### src/rtl/note_smoother.sv
// Serial per-slot amplitude smoother: exponential attack toward new peaks,
// multiplicative decay for lost peaks, publishing a coherent 12-slot frame.
module note_smoother #(
  parameter int N            = 16,
  parameter int SLOTS        = 12,
  parameter int ATTACK_SHIFT = 2,
  parameter int DECAY_SHIFT  = 3,
  parameter int MIN_AMP      = 16
) (
  input  logic           clk,
  input  logic           rst,
  input  logic           start,
  input  logic [2*N:0]   inNotes  [SLOTS],
  output logic [2*N:0]   outNotes [SLOTS],
  output logic           finished,
  output logic           busy
);

  // Note packing: {position[N], amplitude[N], valid}
  localparam int CW = (SLOTS > 1) ? $clog2(SLOTS) : 1;

  typedef enum logic [1:0] {
    S_IDLE   = 2'd0,
    S_PROC   = 2'd1,
    S_COMMIT = 2'd2
  } state_e;

  state_e          state_q, state_d;
  logic [CW-1:0]   cnt_q, cnt_d;
  logic [2*N:0]    snap_q [SLOTS];
  logic [2*N:0]    snap_d [SLOTS];
  logic [N-1:0]    wamp_q [SLOTS];
  logic [N-1:0]    wamp_d [SLOTS];
  logic [N-1:0]    wpos_q [SLOTS];
  logic [N-1:0]    wpos_d [SLOTS];
  logic [2*N:0]    out_q  [SLOTS];
  logic [2*N:0]    out_d  [SLOTS];
  logic            finished_q, finished_d;
  logic            busy_q, busy_d;

  logic [2*N:0]    cur_note_s;
  logic [N-1:0]    in_pos_s;
  logic [N-1:0]    in_amp_s;
  logic            in_vld_s;
  logic [N-1:0]    cur_amp_s;
  logic signed [N:0] diff_s;
  logic [N-1:0]    step_s;
  logic [N-1:0]    att_amp_s;
  logic [N-1:0]    dec_raw_s;
  logic [N-1:0]    dec_amp_s;

  // Datapath for the slot selected by the counter
  always_comb begin
    cur_note_s = snap_q[cnt_q];
    in_pos_s   = cur_note_s[2*N:N+1];
    in_amp_s   = cur_note_s[N:1];
    in_vld_s   = cur_note_s[0];
    cur_amp_s  = wamp_q[cnt_q];
    diff_s     = $signed({1'b0, in_amp_s}) - $signed({1'b0, cur_amp_s});
    // Attack result stays between old and new amplitude, so an N-bit wrap-add is exact
    step_s     = N'(diff_s >>> ATTACK_SHIFT);
    att_amp_s  = cur_amp_s + step_s;
    dec_raw_s  = cur_amp_s - (cur_amp_s >> DECAY_SHIFT);
    if (dec_raw_s < N'(MIN_AMP)) begin
      dec_amp_s = {N{1'b0}};
    end else begin
      dec_amp_s = dec_raw_s;
    end
  end

  // Next-state logic for the frame sequencer and all working state
  always_comb begin
    state_d    = state_q;
    cnt_d      = cnt_q;
    snap_d     = snap_q;
    wamp_d     = wamp_q;
    wpos_d     = wpos_q;
    out_d      = out_q;
    finished_d = 1'b0;
    busy_d     = busy_q;
    case (state_q)
      S_IDLE: begin
        if (start) begin
          snap_d  = inNotes;
          cnt_d   = {CW{1'b0}};
          state_d = S_PROC;
          busy_d  = 1'b1;
        end else begin
          busy_d  = 1'b0;
        end
      end
      S_PROC: begin
        if (in_vld_s) begin
          wamp_d[cnt_q] = att_amp_s;
          wpos_d[cnt_q] = in_pos_s;
        end else begin
          wamp_d[cnt_q] = dec_amp_s;
        end
        if (cnt_q == CW'(SLOTS - 1)) begin
          cnt_d   = {CW{1'b0}};
          state_d = S_COMMIT;
        end else begin
          cnt_d   = cnt_q + CW'(1);
        end
      end
      S_COMMIT: begin
        for (int k = 0; k < SLOTS; k++) begin
          out_d[k] = {wpos_q[k], wamp_q[k], (wamp_q[k] >= N'(MIN_AMP))};
        end
        finished_d = 1'b1;
        busy_d     = 1'b0;
        state_d    = S_IDLE;
      end
      default: begin
        state_d = S_IDLE;
        busy_d  = 1'b0;
      end
    endcase
  end

  // State registers with synchronous reset taking priority over start
  always_ff @(posedge clk) begin
    if (rst) begin
      state_q    <= S_IDLE;
      cnt_q      <= {CW{1'b0}};
      snap_q     <= '{default: '0};
      wamp_q     <= '{default: '0};
      wpos_q     <= '{default: '0};
      out_q      <= '{default: '0};
      finished_q <= 1'b0;
      busy_q     <= 1'b0;
    end else begin
      state_q    <= state_d;
      cnt_q      <= cnt_d;
      snap_q     <= snap_d;
      wamp_q     <= wamp_d;
      wpos_q     <= wpos_d;
      out_q      <= out_d;
      finished_q <= finished_d;
      busy_q     <= busy_d;
    end
  end

  assign outNotes = out_q;
  assign finished = finished_q;
  assign busy     = busy_q;

endmodule

### config.mk
export PLATFORM = sky130hd
export DESIGN_NAME = note_smoother
export DESIGN_NICKNAME = d
export VERILOG_FILES = /design/src/rtl/note_smoother.sv
export SDC_FILE = /design/constraint.sdc
export NUM_CORES = 2
export LEC_CHECK = 0
export CAP_MARGIN = 20
export CORE_AREA = 3 3 308 310
export DETAILED_ROUTE_END_ITERATION = 8
export DIE_AREA = 0 0 311 313
export PLACE_DENSITY = 0.81
export SETUP_SLACK_MARGIN = 0.2
export SLEW_MARGIN = 20
export SYNTH_ARGS = -nofsm -noshare
export SYNTH_HDL_FRONTEND = slang
export SYNTH_SLANG_ARGS = --single-unit
### constraint.sdc
create_clock -name clk -period 14.13 [get_ports clk]
set_clock_uncertainty 0.15 [all_clocks]
set_input_delay 2.826 -clock clk [delete_from_list [all_inputs] [get_ports clk]]
set_output_delay 2.826 -clock clk [all_outputs]
set_load 0.01 [all_outputs]
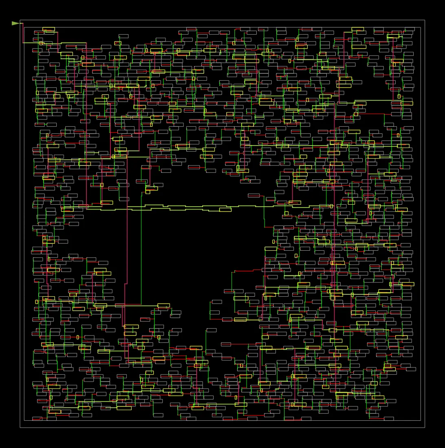
**Above:** clock wiring as the flow saved it.
Seq cells: 1,184
CTS sink cnt: 1,184
clk latency late pin: 0.72 ns

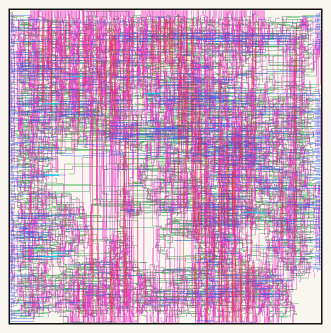
**Above:** signal wires by layer.
Drawn at 1 px/um.
Key: met5 = cyan [wire length 99.4 um]; met1 = green [wire length 63.0 mm]; met4 = red [wire length 10,800 um]; met3 = blue [wire length 15,600 um]; met2 = magenta [wire length 82.1 mm]

==> through the flow <==
step,instances,hold WS (ns)
detailed placement,7404,0.2930
global route,7637,0.3134
CTS,7618,0.2986
finish,7648,0.2964
floorplan,5782,0.2823
global placement,7404,0.2861
==> worst max path at each step <==
| stage | from | end | slack [ns] | cells past startpoint |
|---|---|---|---|---|
| CTS | cnt_q[0] | wamp_q[158] | 7.06 | 22 |
| detailed placement | cnt_q[0] | wamp_q[158] | 7.04 | 22 |
| floorplan | cnt_q[0] | wamp_q[110] | 7.90 | 28 |
| global route | cnt_q[0] | wamp_q[15] | 6.60 | 23 |
| finish | cnt_q[0] | wamp_q[76] | 7.13 | 22 |
| global placement | cnt_q[0] | wamp_q[142] | 7.15 | 22 |
==> critical path, stage by stage, from the launching register on <==
cell and delay [ns]:
dfxtp_4 0.65, buf_12 0.57, mux4_2 0.59, mux2i_1 0.30, o22a_1 0.30, ha_1 0.27
nand2_1 0.07, nor2_1 0.04, nor2_1 0.16, nor2b_1 0.09, o21a_1 0.18, nor2_1 0.18
inv_1 0.08, fa_1 0.43, nor2b_1 0.12, o21ai_0 0.10, a21boi_0 0.24, o21ai_0 0.17
a211oi_1 0.53, o211a_1 0.25, o21ai_0 0.09, a31oi_2 0.96, a211oi_1 0.19
==> state kept, by name, summed over array words and instances (netlist names) <==
name / flops
wamp_q: 192
state_q: 2
finished: 1
outNotes: 396
wpos_q: 192
cnt_q: 4
snap_q: 396
busy: 1
==> cells by family after synthesis <==
family,count (synthesis),share of synthesized area
adders and majority gates,49,0.01316
muxes,224,0.08242
xor gates and xnor gates,34,0.006237
AOI/OAI and AO/OA,1158,0.1392
DFF,1184,0.4964
and+or+nand+nor,2628,0.2215
buffers and inverters,505,0.04104
==> job_summary.md <==
### Metrics collected by this job

| Metric | Value |
|---|---|
| Finished Cell Area | `0.06029 mm2` |
| Reg2Reg Capture Point | `wamp_q[76]` |
| Area delta synth->final | `26.27%` |
| Worst setup margin | `7.131 ns` |
| Post-Synthesis Cell Area | `0.04774 mm2` |
| Final nets | `6,728` |
| Reg-to-reg critical path startpoint | `cnt_q[0]` |
| Setup crit end kind | `flip-flop` |
| Non-clk invs | `29` |
| Grt ovf | `0` |
| Clock Pin Slew Worst Setup and Hold Paths | `0.06 ns` |
| Max Used Layer | `met5` |
| Setup violators final | `0` |
| Tool warning count | `66` |
| Placed instance area | `0.05628 mm2` |
| Synthesis-stage register bit count | `1,184` |
| GPL Wtd Cong | `0.9727` |
| CP Data Arrival Time | `7.38 ns` |
| Drt first pass iters | `6` |
| Setup TNS | `0 ns` |
| First-pass GRT wire length | `251,100 um` |
| Non-CTS buffers | `856` |
| # IOs | `797` |
| Post-CTS Setup Bufs | `0` |
| Wire length on met3 | `15,590 um` |
| Non-Clock Buffer Area Fraction | `0.1420` |
| H-tree depth | `3` |
| Die Y-Extent | `313 um` |
| Die W | `311 um` |
| Flop2flop setup slack | `7.13 ns` |
| # Taps | `1,243` |
| Leading cell type by number of instances after synthesis | `nand2_1` |
| Status | `complete, no violations` |
| Most frequent logic cell in the layout | `nand2_1` |
| Async S/R FF share, synth | `0` |
| PwrDens | `132.2 mW/mm2` |
| # rows | `111` |
| Filler instances | `7,546` |
| Top cell area share | `0.4964` |
| P_sw | `0.002264 W` |
| RSZ-0062 raised after global routing | `no` |
| Sequential cell area share | `0.3934` |
| Period utilisation layout | `0.4953` |
| Critical-path maximum fanout | `109` |
| Met3 Track Usage GR | `0.06955` |
| Pwr Total | `0.007972 W` |
| Wire length on met1 | `62,990 um` |
| DR WL/cell | `22.43 um` |
| Resize count post-CTS | `0` |
| P_seq | `0.00348 W` |
| Initial antenna violation count | `32` |
| Max frequency | `142.9 MHz` |
| FP Core Util | `0.5193` |
| Cells after synthesis | `5,782` |
| Sequential area share after synthesis | `0.4964` |
| Minimum clock period | `6.999 ns` |
| Num CTS Buffers | `116` |
| Top cells by area | `dfxtp_1, nand2_1, a21oi_1` |
| Yosys stat area | `0.04774 mm2` |
| Top Consumer | `sequential cells` |
| Sw Ratio | `0.2840` |
| Combinational share of cell area | `0.3711` |
| Slew HR | `0.1653` |
| Busiest grt layer | `met2` |
| Syn Area/Cell | `8.257 um2` |
| Hold path depth | `2` |
| LEAKAGE | `20.85 nW` |
| Synth unique cells | `59` |
| Final hold viol count | `0` |
| Hold EP | `outNotes[215]` |
| Share of layout cells above drive strength 1 | `0.07073` |
| Vias | `44,170` |
| Register Area | `0.02372 mm2` |
| Most frequent logic cells in the routed design | `nand2_1, dfxtp_1, a21oi_1, clkdlybuf4s50_1, nor2_1` |
| Root Buffer | `clkbuf_16` |
| DPL Wire Length | `119,100 um` |
| Clock-net power | `0.00316 W` |
| Crit Path Class | `flip-flop to flip-flop` |
| CP startpoint kind | `flip-flop` |
| Comb pwr share | `0.167` |
| Util after Layout | `0.6557` |
| Clk pwr share | `0.397` |
| Drt total wl | `171,600 um` |
| Largest net degree at the start of global routing | `247` |
Power figures rest on the tool's default switching activity, not on a simulated workload.
